--- config.mk ---
export PLATFORM = sky130hd
export DESIGN_NAME = dims_addsub_ctrl
export DESIGN_NICKNAME = d
export VERILOG_FILES = /design/src/rtl/dims_addsub_ctrl.sv
export SDC_FILE = /design/constraint.sdc
export NUM_CORES = 1
export LEC_CHECK = 0
export ABC_CLOCK_PERIOD_IN_PS = 11900
export CORE_ASPECT_RATIO = 0.8
export CORE_MARGIN = 2
export CORE_UTILIZATION = 45
export DETAILED_ROUTE_END_ITERATION = 12
export PLACE_DENSITY = 0.75
export SYNTH_ARGS = -nofsm -noshare
export SYNTH_HDL_FRONTEND = slang
export SYNTH_HIERARCHICAL = 1
export SYNTH_SLANG_ARGS = --single-unit
--- constraint.sdc ---
create_clock -name clk -period 11.9 [get_ports clk]
set_input_delay 1.19 -clock clk [delete_from_list [all_inputs] [get_ports clk]]
set_output_delay 1.19 -clock clk [all_outputs]
set_load 0.005 [all_outputs]
--- src/rtl/dims_addsub_ctrl.sv ---
// dims_addsub_ctrl: dual-rail DIMS ripple adder/subtractor with a clocked
// four-phase controller.
// Single-rail operands are encoded onto flop-driven dual-rail wires. Completion
// and the return-to-NULL are detected through synchronisers. The single-rail
// result is returned over a valid/ready handshake.
// Optional feature: define DIMS_ADDSUB_TIMEOUT_EN to build the per-phase
// watchdog. Without it, EVAL and RTZ wait indefinitely.

// One DIMS full-adder cell.
// Every rail input changes only on a clock edge, so each three-input
// C-element collapses to an AND of its inputs. In this cell, PI carries no
// logic function.
module fa_dims (
   input  logic pi,
   input  logic a_t,
   input  logic a_f,
   input  logic b_t,
   input  logic b_f,
   input  logic ci_t,
   input  logic ci_f,
   output logic s_t,
   output logic s_f,
   output logic co_t,
   output logic co_f
);

   logic pi_unused;
   logic [7:0] m;

   assign pi_unused = pi;

   // Minterm detection: m[{a,b,c}] fires once all three inputs hold DATA.
   always_comb begin
      m[0] = a_f & b_f & ci_f;
      m[1] = a_f & b_f & ci_t;
      m[2] = a_f & b_t & ci_f;
      m[3] = a_f & b_t & ci_t;
      m[4] = a_t & b_f & ci_f;
      m[5] = a_t & b_f & ci_t;
      m[6] = a_t & b_t & ci_f;
      m[7] = a_t & b_t & ci_t;
   end

   assign s_t  = m[1] | m[2] | m[4] | m[7];
   assign s_f  = m[0] | m[3] | m[5] | m[6];
   assign co_t = m[3] | m[5] | m[6] | m[7];
   assign co_f = m[0] | m[1] | m[2] | m[4];

endmodule

module dims_addsub_ctrl #(
   parameter int WIDTH       = 8,
   parameter int SYNC_STAGES = 2,
   parameter int TIMEOUT     = 64
) (
   input  logic             clk,
   input  logic             rst,
   input  logic             PI,
   input  logic             in_valid,
   output logic             in_ready,
   input  logic [WIDTH-1:0] in_a,
   input  logic [WIDTH-1:0] in_b,
   input  logic             in_sub,
   output logic             out_valid,
   input  logic             out_ready,
   output logic [WIDTH-1:0] out_sum,
   output logic             out_cout,
   output logic             out_err
);

   typedef enum logic [1:0] {IDLE, EVAL, RTZ, OUT} state_t;

   state_t state;
   state_t next_state;

   logic [WIDTH-1:0] a_q;
   logic [WIDTH-1:0] b_q;
   logic             sub_q;

   logic [WIDTH-1:0] a_t;
   logic [WIDTH-1:0] a_f;
   logic [WIDTH-1:0] b_t;
   logic [WIDTH-1:0] b_f;
   logic             ci_t;
   logic             ci_f;

   logic [WIDTH-1:0] bx_t;
   logic [WIDTH-1:0] bx_f;
   logic [WIDTH:0]   c_t;
   logic [WIDTH:0]   c_f;
   logic [WIDTH-1:0] s_t;
   logic [WIDTH-1:0] s_f;

   logic raw_valid;
   logic raw_null;
   logic raw_illegal;

   logic [SYNC_STAGES-1:0] sync_valid_sr;
   logic [SYNC_STAGES-1:0] sync_null_sr;
   logic [SYNC_STAGES-1:0] sync_illegal_sr;
   logic sync_valid;
   logic sync_null;
   logic sync_illegal;

   logic drive_data;
   logic timeout_hit;

   // Subtraction inverts B by swapping its rails. The select is a register
   // that is stable for the whole transaction.
   assign bx_t = sub_q ? b_f : b_t;
   assign bx_f = sub_q ? b_t : b_f;
   assign c_t[0] = ci_t;
   assign c_f[0] = ci_f;

   for (genvar i = 0; i < WIDTH; i++) begin : g_cell
      fa_dims u_fa (
         .pi   (PI),
         .a_t  (a_t[i]),
         .a_f  (a_f[i]),
         .b_t  (bx_t[i]),
         .b_f  (bx_f[i]),
         .ci_t (c_t[i]),
         .ci_f (c_f[i]),
         .s_t  (s_t[i]),
         .s_f  (s_f[i]),
         .co_t (c_t[i+1]),
         .co_f (c_f[i+1])
      );
   end

   // Completion, spacer and illegal-code detection over every sum and carry
   // rail pair.
   always_comb begin
      raw_valid   = &({s_t, c_t[WIDTH:1]} | {s_f, c_f[WIDTH:1]});
      raw_null    = ~|{s_t, s_f, c_t[WIDTH:1], c_f[WIDTH:1]};
      raw_illegal = |({s_t, c_t[WIDTH:1]} & {s_f, c_f[WIDTH:1]});
   end

   // The detectors pass through flop chains before the FSM sees them. The
   // NULL chain resets high because the rails are NULL during reset.
   always_ff @(posedge clk or posedge rst) begin
      if (rst) begin
         sync_valid_sr   <= '0;
         sync_null_sr    <= '1;
         sync_illegal_sr <= '0;
      end else begin
         sync_valid_sr   <= {sync_valid_sr[SYNC_STAGES-2:0], raw_valid};
         sync_null_sr    <= {sync_null_sr[SYNC_STAGES-2:0], raw_null};
         sync_illegal_sr <= {sync_illegal_sr[SYNC_STAGES-2:0], raw_illegal};
      end
   end

   assign sync_valid   = sync_valid_sr[SYNC_STAGES-1];
   assign sync_null    = sync_null_sr[SYNC_STAGES-1];
   assign sync_illegal = sync_illegal_sr[SYNC_STAGES-1];

`ifdef DIMS_ADDSUB_TIMEOUT_EN
   localparam int CW = (TIMEOUT > 1) ? $clog2(TIMEOUT) : 1;
   logic [CW-1:0] wd_cnt;

   // Per-phase watchdog: clears on every state change and counts only while
   // the controller waits in EVAL or RTZ.
   always_ff @(posedge clk or posedge rst) begin
      if (rst) begin
         wd_cnt <= '0;
      end else if (next_state != state) begin
         wd_cnt <= '0;
      end else if (state == EVAL || state == RTZ) begin
         wd_cnt <= wd_cnt + 1'b1;
      end else begin
         wd_cnt <= '0;
      end
   end

   assign timeout_hit = (state == EVAL || state == RTZ) &&
                        (wd_cnt == CW'(TIMEOUT - 1));
`else
   assign timeout_hit = 1'b0;
`endif

   // State register.
   always_ff @(posedge clk or posedge rst) begin
      if (rst) begin
         state <= IDLE;
      end else begin
         state <= next_state;
      end
   end

   // Four-phase sequencing: launch DATA, wait for valid, return to NULL, then
   // hand off the result.
   always_comb begin
      next_state = state;
      case (state)
         IDLE: if (in_valid)                  next_state = EVAL;
         EVAL: if (sync_valid || timeout_hit) next_state = RTZ;
         RTZ:  if (sync_null || timeout_hit)  next_state = OUT;
         OUT:  if (out_ready)                 next_state = IDLE;
         default:                             next_state = IDLE;
      endcase
   end

   // Handshake outputs. in_ready is held low for as long as reset is asserted.
   always_comb begin
      in_ready  = (state == IDLE) && !rst;
      out_valid = (state == OUT);
   end

   // Operands are captured on the accept edge. They launch onto the rails one
   // cycle later.
   always_ff @(posedge clk or posedge rst) begin
      if (rst) begin
         a_q   <= '0;
         b_q   <= '0;
         sub_q <= 1'b0;
      end else if (state == IDLE && in_valid) begin
         a_q   <= in_a;
         b_q   <= in_b;
         sub_q <= in_sub;
      end
   end

   assign drive_data = (state == EVAL) && (next_state == EVAL);

   // Rail drive flops hold DATA while EVAL continues. They return to NULL
   // (all zero) on every other cycle and immediately on reset.
   always_ff @(posedge clk or posedge rst) begin
      if (rst) begin
         a_t  <= '0;
         a_f  <= '0;
         b_t  <= '0;
         b_f  <= '0;
         ci_t <= 1'b0;
         ci_f <= 1'b0;
      end else if (drive_data) begin
         a_t  <= a_q;
         a_f  <= ~a_q;
         b_t  <= b_q;
         b_f  <= ~b_q;
         ci_t <= sub_q;
         ci_f <= ~sub_q;
      end else begin
         a_t  <= '0;
         a_f  <= '0;
         b_t  <= '0;
         b_f  <= '0;
         ci_t <= 1'b0;
         ci_f <= 1'b0;
      end
   end

   // The result is captured once synchronised completion is seen. A watchdog
   // expiry instead reports an error, with a zero result if it happens in EVAL.
   always_ff @(posedge clk or posedge rst) begin
      if (rst) begin
         out_sum  <= '0;
         out_cout <= 1'b0;
         out_err  <= 1'b0;
      end else if (state == EVAL && sync_valid) begin
         out_sum  <= s_t;
         out_cout <= c_t[WIDTH];
         out_err  <= sync_illegal;
      end else if (state == EVAL && timeout_hit) begin
         out_sum  <= '0;
         out_cout <= 1'b0;
         out_err  <= 1'b1;
      end else if (state == RTZ && timeout_hit && !sync_null) begin
         out_err  <= 1'b1;
      end
   end

endmodule

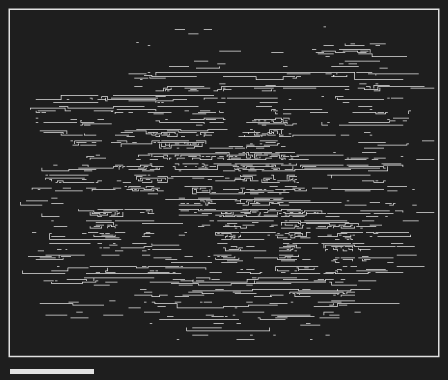
Fig. 1. Met1 routing.
The bar under the picture is 20 um long.
wire length on this layer: 3270 um
nets with wire on the layer: 312
main direction: horizontal
share of all routed wire: 45%
longest straight run: 47.4 um
Total Wirelength: 7280 um
via count: 2686
routing usage on met1: 24.3%

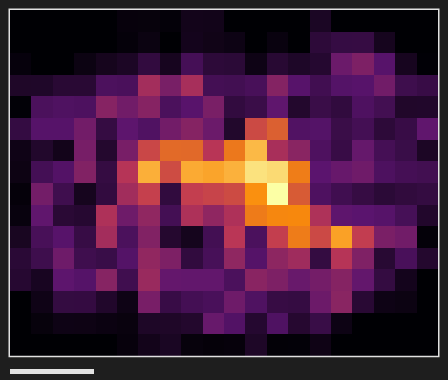
Fig. 2. Wire density map.
The bar under the picture is 20 um long. The die is cut into 20 by 16 equal tiles; black is low, pale yellow is high, scaled to the fullest tile. Values are wire area over tile area, all layers added.
fullest tile: 0.68
densest ninth of the die: center
nearly empty tiles: 19%
emptiest ninth of the die: north-west

==> deck_impl_summary.md <==
Key Metrics from the Run

Placed design
  • Port buffer count: 32
  • Placed insts: around 420
  • Pre-CTS setup slack: 5490 ps
  • HPWL after detailed placement: 4930 um

Setup path
  • Crit Reg-Reg Endpoint: sync_illegal_sr[0]
  • R2R cell count: 20
  • Startpoint types: register
  • Slowest cell delay on critical path: around 880 ps
  • Crit path cell chain: mux2_2 -> o211ai_1 -> nand3_1 -> o211ai_1 -> nand3_1 -> o211ai_1 -> nand3_1 -> o211ai_1 -> nand3_1 -> o211ai_1 -> nand3_1 -> o211ai_1 -> nand3_1 -> o211ai_1 -> nand3_1 -> a22o_1 -> a22o_1 -> a22o_1 -> a221oi_1 -> nand4_1
  • Crit-path max FO: 19
  • Worst R2R Start: sub_q
  • Crit path launch: sub_q
  • CP endpoint kind: register
  • CP Class: reg -> reg
  • Crit path required time: 12100 ps
  • FF-to-FF setup slack: 5290 ps

Final layout
  • Leading cell kind: registers
  • Non-filler cells in the finished layout: 438
  • Filler cell count: roughly 650
  • # nets final: 352
  • Highest-count logic cell in the final layout: dfrtp_1
  • Comb area share: 40.9%
  • Finished Cell Area: 4010 sq um
  • Non-CTS buffers: 34
  • Non-clock inverters: 3
  • FF+latch count: ~70
  • Antenna cells: 0
  • Register area: 1730 sq um
  • Flop share of the area: a little over two fifths
  • Logic Gate Count: 213
  • Post-layout util: 54.0%
  • ClkCell Share: under 10%
  • Clk_buf instances: 12

Run
  • Max-cap viol count: 0
  • Log Warnings: 27

Routing
  • DRT Pass-1 Iters: 4
  • DRC: 0
  • Violation tally from detailed-route iteration zero: 148
  • Routed len/inst: about 17 um
  • Post-DR vias/cell: around 6

Yosys
  • Post-Syn Area: 3450 sq um
  • Leading area contributor after synthesis: dfrtp_1
  • Most common reg cell: dfrtp_1
  • FA/HA/MAJ Cells, Area Fraction: 0%
  • Synth Area per Inst: 11.7 sq um
  • Number of enable flip-flop cells: 0
  • Synth Area in Simple Gates: ~16%
  • Yosys warning total: 6
  • Synthesized instance count: 295
  • Yosys cell types: 30
  • Commonest cells post-synth: dfrtp_1 (67), nand3_1 (48), mux2_2 (33)
  • # Cells Yosys: around 300
  • Main logic family: simple AND/OR/NAND/NOR gates
  • Share of flip-flops with an asynchronous set or reset: 100%
  • Synth top cell by count: dfrtp_1
  • Area contributors post-synth: dfrtp_1 (49%), mux2_2 (11%), a22o_1 (7.1%)
  • Syn Nets: 317
  • Seq cells post-synth: 69
  • Synth Area in XOR/XNOR: 0%
  • Max-area cell share: 48.5%
  • Seq/Total Area, Yosys: 50.1%

Global routing
  • Initial antenna violation count: 0
  • Vias in the first global route: 2522
  • First-pass GRT wire length: roughly 12000 um
  • GRT overflow: 0

CTS
  • Clk buf depth: 2
  • Hold Buf Count CTS: 0
  • Num Clock Sinks: 69
  • CTS clk-pin slew, worst paths: roughly 70 ps
  • Root buf cell: clkbuf_8
  • CTS HTree Levels: 3
  • Post-CTS resize count: 0
  • CTS tree: yes
  • CTS buffer count: 9
  • Setup bufs post-CTS: 0

Power
  • Switching Share: a little over two fifths
  • Combinational cell fraction of total power: 50.9%
  • Pwr/cell area: 256 nW/um^2
  • Peak supply drop: 0.0929 mV
  • Top pwr grp: combinational cells
  • Internal power component: 598 uW
  • Clock group: 166 uW
  • Clk pwr share: 16.1%
  • Seq pwr share: 33.0%
  • Switch Pwr: around 430 uW
  • P_seq: approximately 340 uW
  • Overall power: just over 1000 uW
  • Lkg Pwr: 0.00170 uW

Min path
  • Hold Crit Start: sync_valid_sr[0]
  • Hold Crit Endpoint: sync_valid_sr[1]
  • Hold path cells: 0

STA
  • Fin worst setup slack: around 5300 ps
  • Final Skew: 4.75 ps
  • RSZ-0062 raised after global routing: no
  • Worst-margin pin slew: between 800 and 900 ps
  • Slew Viols, Final: 0
  • Final period utilization: around 56%
  • Fmax: 151 MHz
  • Fin crit period: 6610 ps
  • Slew HR: 44.3%

Die
  • Ports: 34
  • Chip area: 8400 sq um
  • Die height: between 80 and 90 um
  • # Taps: 105
  • Init Core Util: a little under half
  • Cell row count: 28
  • Die W: 102 um

Run status
  • Status: finished clean
==> state kept, by name, summed over array words and instances (netlist names), 2 cells and up <==
name,cells
sync_illegal_sr,2
out_sum,8
b_f,8
a_q,8
state,2
b_t,8
sync_valid_sr,2
a_f,8
sync_null_sr,2
b_q,8
a_t,8
==> routing by layer <==
| layer | track usage [%] | vias to the layer above | share of wire [%] |
|---|---|---|---|
| li1 | - | 1229 | - |
| met1 | 24.3 | 1331 | 45 |
| met2 | 29.4 | 109 | 46 |
| met3 | 6.99 | 17 | 7.4 |
| met4 | 8.00 | 0 | 2.1 |
| met5 | 0 | - | 0 |
==> critical path, delay by kind of cell, from the launching register on <==
kind / cells / cell delay, ps
compound gates: 11 / 2810
flops: 1 / 880
mux: 1 / 460
simple gates: 8 / 2320
Power figures rest on the tool's default switching activity, not on a simulated workload.
